run_1/wires.png
Only two layers are drawn.
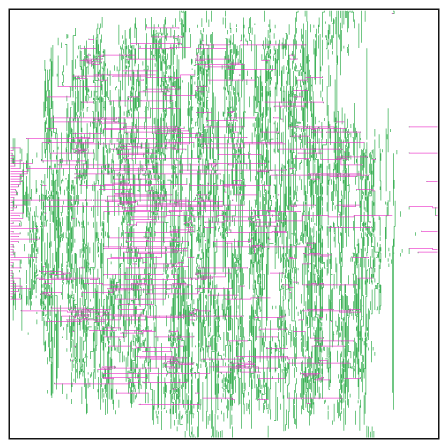
run_1/io_fan.png
The bar under the picture is 50 µm long.
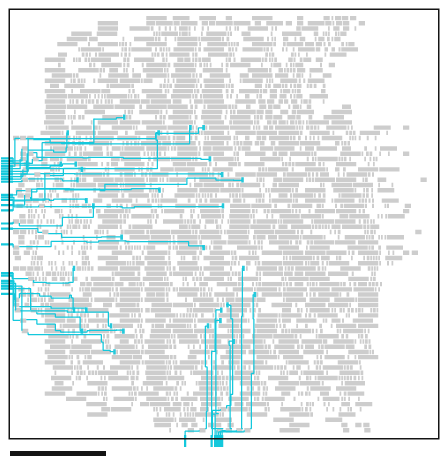
run_1/congestion.png
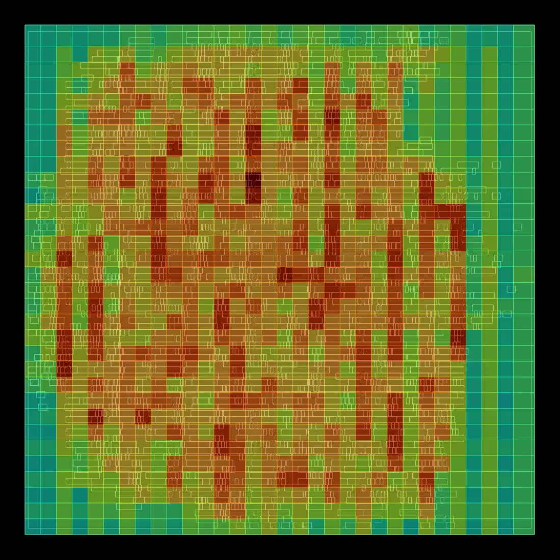
--- src/rtl/call_stack_unit.sv ---
// Hardware call/return stack for the PC control path: PUSH/POP/CALL/RET with registered pop output.
// Define CALL_STACK_WRAP_EN to get a circular return-address stack that overwrites its oldest entry when full.
module call_stack_unit #(
    parameter int DEPTH = 16,
    parameter int AW    = 4,
    parameter int DW    = 32
) (
    input  logic          clk,
    input  logic          rst,
    input  logic          op_valid,
    input  logic [2:0]    stack_op,
    input  logic [DW-1:0] push_data,
    input  logic [DW-1:0] pc_in,
    input  logic          clr_err,
    output logic [DW-1:0] pop_data,
    output logic          pop_valid,
    output logic          pop_is_ret,
    output logic [AW:0]   count,
    output logic          full,
    output logic          empty,
    output logic          overflow,
    output logic          underflow
);
    localparam logic [2:0]  OP_PUSH = 3'b001;
    localparam logic [2:0]  OP_POP  = 3'b010;
    localparam logic [2:0]  OP_CALL = 3'b011;
    localparam logic [2:0]  OP_RET  = 3'b100;
    localparam logic [AW:0] DEPTH_C = (AW+1)'(DEPTH);

    // Handshake: an op is taken on any rising edge with op_valid=1 (never stalls);
    // pop_valid is a one-cycle strobe, no ready, and pop_data/pop_is_ret hold afterwards.
    logic [DW-1:0] mem [DEPTH];
    logic [AW:0]   cnt;
    logic          is_push, is_pop, push_ok, pop_ok, ovf_event, unf_event;
    logic [DW-1:0] wr_data;
    logic [AW-1:0] wr_idx, rd_idx;

    assign count   = cnt;
    assign full    = (cnt == DEPTH_C);
    assign empty   = (cnt == '0);
    assign is_push = op_valid && (stack_op == OP_PUSH || stack_op == OP_CALL);
    assign is_pop  = op_valid && (stack_op == OP_POP  || stack_op == OP_RET);
    assign wr_data = (stack_op == OP_CALL) ? pc_in + DW'(1) : push_data;
    assign pop_ok    = is_pop && !empty;
    assign unf_event = is_pop && empty;

`ifdef CALL_STACK_WRAP_EN
    // base marks the oldest entry; a push while full lands on it and retires it.
    logic [AW-1:0] base;

    assign push_ok   = is_push;
    assign ovf_event = 1'b0;
    assign wr_idx    = base + cnt[AW-1:0];
    assign rd_idx    = base + cnt[AW-1:0] - AW'(1);

    always_ff @(posedge clk or posedge rst) begin
        if (rst)
            base <= '0;
        else if (is_push && full)
            base <= base + AW'(1);
    end
`else
    assign push_ok   = is_push && !full;
    assign ovf_event = is_push && full;
    assign wr_idx    = cnt[AW-1:0];
    assign rd_idx    = cnt[AW-1:0] - AW'(1);
`endif

    always_ff @(posedge clk) begin
        if (push_ok)
            mem[wr_idx] <= wr_data;
    end

    always_ff @(posedge clk or posedge rst) begin
        if (rst) begin
            cnt        <= '0;
            pop_data   <= '0;
            pop_valid  <= 1'b0;
            pop_is_ret <= 1'b0;
            overflow   <= 1'b0;
            underflow  <= 1'b0;
        end else begin
            pop_valid <= pop_ok;
            if (pop_ok) begin
                pop_data   <= mem[rd_idx];
                pop_is_ret <= (stack_op == OP_RET);
                cnt        <= cnt - (AW+1)'(1);
            end else if (push_ok && !full) begin
                cnt <= cnt + (AW+1)'(1);
            end
            // A fresh error in the clearing cycle wins over clr_err.
            overflow  <= (overflow  && !clr_err) || ovf_event;
            underflow <= (underflow && !clr_err) || unf_event;
        end
    end
endmodule

--- config.mk ---
export PLATFORM = sky130hd
export DESIGN_NAME = call_stack_unit
export DESIGN_NICKNAME = d
export VERILOG_FILES = /design/src/rtl/call_stack_unit.sv
export SDC_FILE = /design/constraint.sdc
export NUM_CORES = 1
export LEC_CHECK = 0
export ABC_AREA = 1
export CORE_UTILIZATION = 48
export CTS_BUF_LIST = sky130_fd_sc_hd__clkbuf_8
export DETAILED_ROUTE_END_ITERATION = 8
export HOLD_SLACK_MARGIN = 0.15
export PLACE_DENSITY = 0.73
export SYNTH_ARGS = -nofsm -noshare
export SYNTH_HDL_FRONTEND = slang
export SYNTH_SLANG_ARGS = --single-unit
--- constraint.sdc ---
create_clock -name clk -period 4.1 [get_ports clk]
set_input_delay 0.615 -clock clk [delete_from_list [all_inputs] [get_ports clk]]
set_output_delay 0.615 -clock clk [all_outputs]
set_load 0.01 [all_outputs]
==> run notes, run 1 <==
Latest figures from synthesis and place and route.

The internal power consumption is 0.0111 W. Summed over all layers, the global routing overflow is 0. The net count of the finished layout is 2,416. The worst path meets setup with 990 ps of slack. Per the layout report, the design carries 38 non-clock inverters.

Routability-driven placement finished with a final weighted congestion of 0.881. The iteration count recorded for the first detailed-route pass is 7. The final-report hold violation count is 0. The highest-power group is combinational logic. In this run, CTS created clock tree buffers numbering 86. The post-synthesis share of cell area spent on and-or and or-and gates is 0.549%. The remaining max-slew budget at the tightest pin is 25.2%. In this run, flip-flops and latches consume 35.7% of the power.

The area reported by Yosys stat is 23,500 µm². Looking at the VDD voltage map, the peak drop is 546 µV. The fraction of registers with async set/reset is 7.41%. Per Yosys stat, the portion of area used by sequential elements is 69.8%. The layout has 3,925 filler cells.

Per the cell usage report, the commonest logic cells after layout are sky130_fd_sc_hd__nand2_1, sky130_fd_sc_hd__edfxtp_1, sky130_fd_sc_hd__nand3_1, sky130_fd_sc_hd__clkdlybuf4s50_1, sky130_fd_sc_hd__clkbuf_8. The area taken by multi-input logic gates is 6560 µm². The combined buffer and inverter count along the critical path is 3. The cell count listed in synth_stat.txt is 2,204.

The most critical setup path has its endpoint at empty. The maximum frequency from static timing analysis is 321 MHz. The final critical-path required period is 3110 ps. The sequential cell area share is 60.6%.

Including well taps, the total number of placed cells is 2,861. The HPWL after detailed placement is 34,600 µm. The critical path endpoint has a required time of 3480 ps.

The worst register-to-register path has a depth of 11. The number of synthesized register bits is 553. Nets still carrying antenna violations after routing amount to 0.

The launching element type of the critical path is a flip-flop. The initial antenna violation count came to 0. Buffers added to address setup during post-CTS repair amount to 0. The number of warnings reported in the stage logs is 34. The vertical die size is 223 µm. The maximum fanout encountered on the critical timing path is 36. The via count is 16,700. Synthesis instantiated 29 different standard cells from the library.

Counting only logic cells after layout, the most numerous master is sky130_fd_sc_hd__nand2_1. Of the total synthesized cell area, the portion taken by AND, OR, NAND and NOR gates is 25.6%. For this design the total switching power over the nets is 0.00754 W. The wire length of the first global-routing pass is 93,800 µm. The type recorded for the worst min-delay path is input port to async pin. The library cell used as clock root buffer is sky130_fd_sc_hd__clkbuf_8. The TritonCTS sink count is 553.

The flow ran to the end, and the final reports show no timing, DRC or antenna violations. The worst path arrival time is 2500 ps. The fraction of power spent switching nets is 40.5%. The clock-pin slew on the worst setup and hold paths is 70 ps. For the combinational group, total power comes out at 0.00755 W. The area of the chip is 49,800 µm². The TritonCTS clock tree is done. Tracing the worst setup path back leads to its startpoint at count[0]$_DFFE_PP0P_. Yosys mapped a number of flops with a built-in enable equal to 512. The number of warnings issued by yosys is 0. The synthesized area per cell is 10.7 µm². The endpoint of the lowest-slack register-to-register path is pop_data[7]$_DFFE_PP0P_. The combinational power share is 40.5%.

The plain and repair buffers instantiated in the layout total 158. The sequential logic power is 0.00666 W. Per STA, the highest per-stage delay on the worst path measures 550 ps.

The total wirelength of the detailed-routed design is 61,700 µm.
Back to the opening pictures, wires.png:
legend:
  magenta:
    layer: metal 3
    wire_length: 5,970 µm
  green:
    layer: metal 2
    wire_length: 29.4 mm

Back to the opening pictures, io_fan.png:
legend:
  cyan:
    port: `push_data`
    bits: 32
    direction: input
    edge: 25 left, 7 bottom
    end_cells: 32
    buffers: 32
    wire: 2,390 µm
top-level port count: 114
number of port buffers: 113

Back to the opening pictures, congestion.png:
most crowded layer after global routing: met2
met1 usage in global routing: 34.2%
met3 global-route usage: 4.45%
Core Util, Final: 56.5%

## run 1: stage by stage
step                hold WS (ps)  total power [W]
floorplan                    515           0.0118
global placement             463           0.0141
detailed placement           466           0.0142
CTS                          304           0.0186
global route                 359           0.0197
finish                       314           0.0186
## run 1: cell families after synthesis
| logic type | after synthesis |
|---|---|
| XOR/XNOR | 17 |
| AND/OR/NAND/NOR | 1448 |
| flip-flops | 553 |
| AND-OR/OR-AND | 23 |
| adder cells (fa/ha/maj) | 10 |
| buffers and inverters | 153 |
## run 1: synthesized netlist by cell type, types with 11 or more instances
cell                       number  area share (%)
sky130_fd_sc_hd__buf_1         22            0.35
sky130_fd_sc_hd__buf_2         66             1.4
sky130_fd_sc_hd__clkbuf_1      26            0.42
sky130_fd_sc_hd__dfrtp_1       41             4.4
sky130_fd_sc_hd__edfxtp_1     512              65
sky130_fd_sc_hd__inv_1         32            0.51
sky130_fd_sc_hd__nand2_1      960              15
sky130_fd_sc_hd__nand3_1      397             8.5
sky130_fd_sc_hd__nand3b_1      13            0.42
sky130_fd_sc_hd__nor2_1        69             1.1
sky130_fd_sc_hd__o21ai_1       11            0.23
sky130_fd_sc_hd__xor2_1        15            0.56
## run 1: routing by layer
| layer | wire [µm] | vias up | global-route usage (%) |
|---|---|---|---|
| li1 | - | 7776 | - |
| met1 | 24800 | 7959 | 34.2 |
| met2 | 29400 | 874 | 40.4 |
| met3 | 5970 | 131 | 4.45 |
| met4 | 1540 | 0 | 8.79 |
| met5 | 0 | - | 0 |
## run 1: sequential cells by signal (all words and copies together) (netlist names)
register / flops
pop_is_ret: 1
pop_data: 32
pop_valid: 1
count: 5
overflow: 1
underflow: 1
mem: 512
==> inputs of run 2 (changes only) <==
clock period = 2.59 ns   (was 4.1 ns; I/O delays follow)
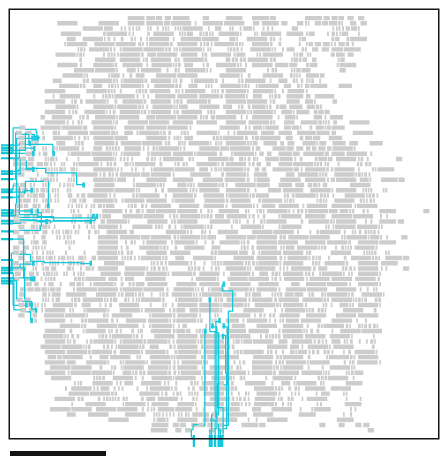
run_2/io_fan.png
The bar under the picture is 50 µm long.
legend:
  cyan:
    port: `push_data`
    bits: 32
    direction: input
    edge: 25 left, 7 bottom
    end_cells: 32
    buffers: 32
    wire: 1,170 µm

==> run notes, run 2 <==
Latest figures from synthesis and place and route.

Counting flops per register, the top entry is mem. The library cells used most frequently in the layout, excluding fill and tap cells, are sky130_fd_sc_hd__nand2_1, sky130_fd_sc_hd__edfxtp_1, sky130_fd_sc_hd__nand3_1, sky130_fd_sc_hd__clkdlybuf4s50_1, sky130_fd_sc_hd__clkbuf_8. The end-of-flow core utilization is 58.1% (+1.6 points). The reported net switching power is 0.0120 W (+59%).

The total congestion overflow after global routing is 0 (unchanged). The total CTS buffers is 84 (-2.3%). The area reported by Yosys stat came to 23,500 µm² (unchanged).

TritonCTS built the clock tree. The cell count listed in synth_stat.txt is 2,204 (unchanged). The count of buffers from port buffering is 113 (unchanged).

The first-pass iteration count of the detailed router is 5 (-2). The final RePlAce weighted congestion is 0.900 (+2.2%). The total length of routed met3 wires is 4880 µm (-18%).

The fraction of power spent switching nets is 40.3% (-0.14 points). In the post-synthesis netlist, the biggest area contributors are sky130_fd_sc_hd__edfxtp_1, sky130_fd_sc_hd__nand2_1, sky130_fd_sc_hd__nand3_1. The sequential cell area fraction in the yosys report is 69.8% (unchanged). The delay of the slowest critical-path stage is 630 ps (+80 ps). The maximum fanout encountered on the critical timing path is 35 (-2.8%). The worst path arrival time was 2130 ps (-370 ps). The total met2 wirelength after detailed routing is 29,600 µm (+0.75%).

The fraction of registers with async set/reset is 7.41% (unchanged). The total power after layout was 0.0298 W (+60%). The part of the power in registers is 35.2% (-0.5 points). The data required time at the worst endpoint is 2200 ps (-1280 ps). The number of flip-flops in the largest register is 512 (unchanged). The area of the chip is 49,800 µm² (unchanged). The vertical die size was 223 µm (unchanged). Per the synthesis report, the dominant area consumer among library cells is sky130_fd_sc_hd__edfxtp_1. In this run the critical register-to-register path is captured at pop_data[11]$_DFFE_PP0P_. The run finished with clean final reports. The type recorded for the worst min-delay path is input port to flip-flop. The worst setup path is launched from a flip-flop.

The wire length of the first global-routing pass came to 92,200 µm (-1.7%). The internal power consumption is 0.0178 W (+60%). The cell total after placement is 2,923 (+2.2%).

The number of cells on the worst reg-to-reg path is 10 (-1). The most frequent cell after synthesis is sky130_fd_sc_hd__nand2_1. The number of warnings issued by yosys is 0 (unchanged). The maximum resistive drop on vdd was 748 µV (+37%).
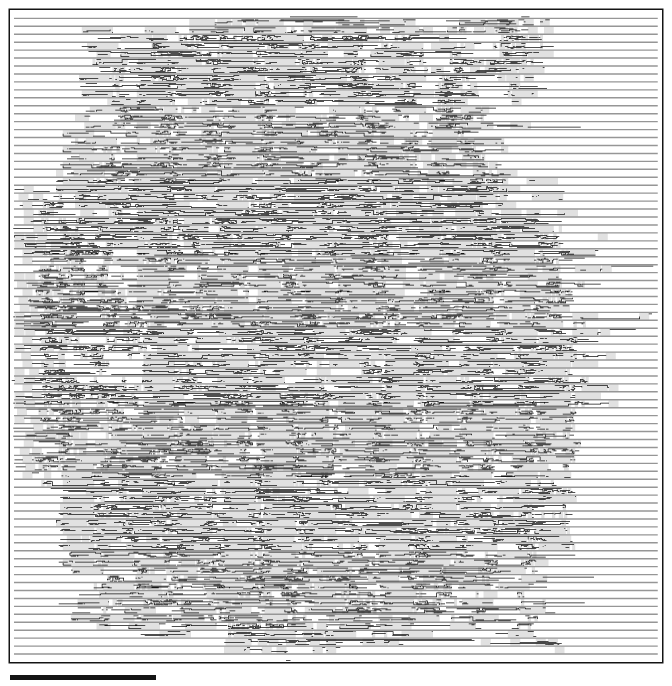
run_2/layer_met1.png
The bar under the picture is 50 µm long. Supply wires on this layer in grey. Cells faint in the background.
longest straight run: 95.7 µm
main direction: horizontal
nets with wire on the layer: 2,243
wire length on this layer: 24.5 mm
share of all routed wire: 40%
met1 usage in global routing: 32.4%
WL final: 60,700 µm

[run 2: critical path: cells and delay by family, from the launching register on]
kind	cells	cell delay, ps
DFF	1	440
buffers and inverters	2	1040
[run 2: repair_timing]
action                                  in CTS  in global routing
hold buffers                                 1                  0
endpoints found under the setup margin       2                  1
pin swaps                                    0                  0
endpoints found under the hold margin       18                  0
gates resized                                2                  1
[run 2: cells by family after synthesis]
group                      share of synthesized area (%)
buffers and inverters                               2.81
adders and majority gates                          0.565
AOI/OAI and AO/OA                                  0.549
DFF                                                 69.8
and+or+nand+nor                                     25.6
xor gates and xnor gates                           0.666
[run 2: how the worst max path moves through the flow]
stage	from	end	slack, ps	cells after the start
6_report	count[0]$_DFFE_PP0P_	count[0]	70	2
5_1_grt	count[0]$_DFFE_PP0P_	count[0]	10	2
4_1_cts	count[0]$_DFFE_PP0P_	full	1	5
3_5_place_dp	pc_in[1]	mem[6][10]$_DFFE_PP_	-240	7
3_3_place_gp	pc_in[0]	mem[6][8]$_DFFE_PP_	-140	7
2_1_floorplan	count[0]$_DFFE_PP0P_	mem[4][0]$_DFFE_PP_	30	8
[run 2: stage by stage]
| stage | setup WS [ps] | setup TNS, ps |
|---|---|---|
| after detailed placement | -241 | -16620 |
| after CTS | 1.31 | 0 |
| after global routing | 10.0 | 0 |
| final | 73.5 | 0 |
| after global placement | -135 | -7660 |
| after floorplan | 26.8 | 0 |
[run 2: area by class of cell]
type	instances	area (µm²)
inverters	38	150
multi-input cells	1498	6610
fillers	3892	20100
clock buffers	87	1200
repair buffers	220	2400
diodes	1	2.50
flip-flops and latches	553	16400
clock inverters	60	313
well taps	615	769
Power and IR drop assume default switching activity.
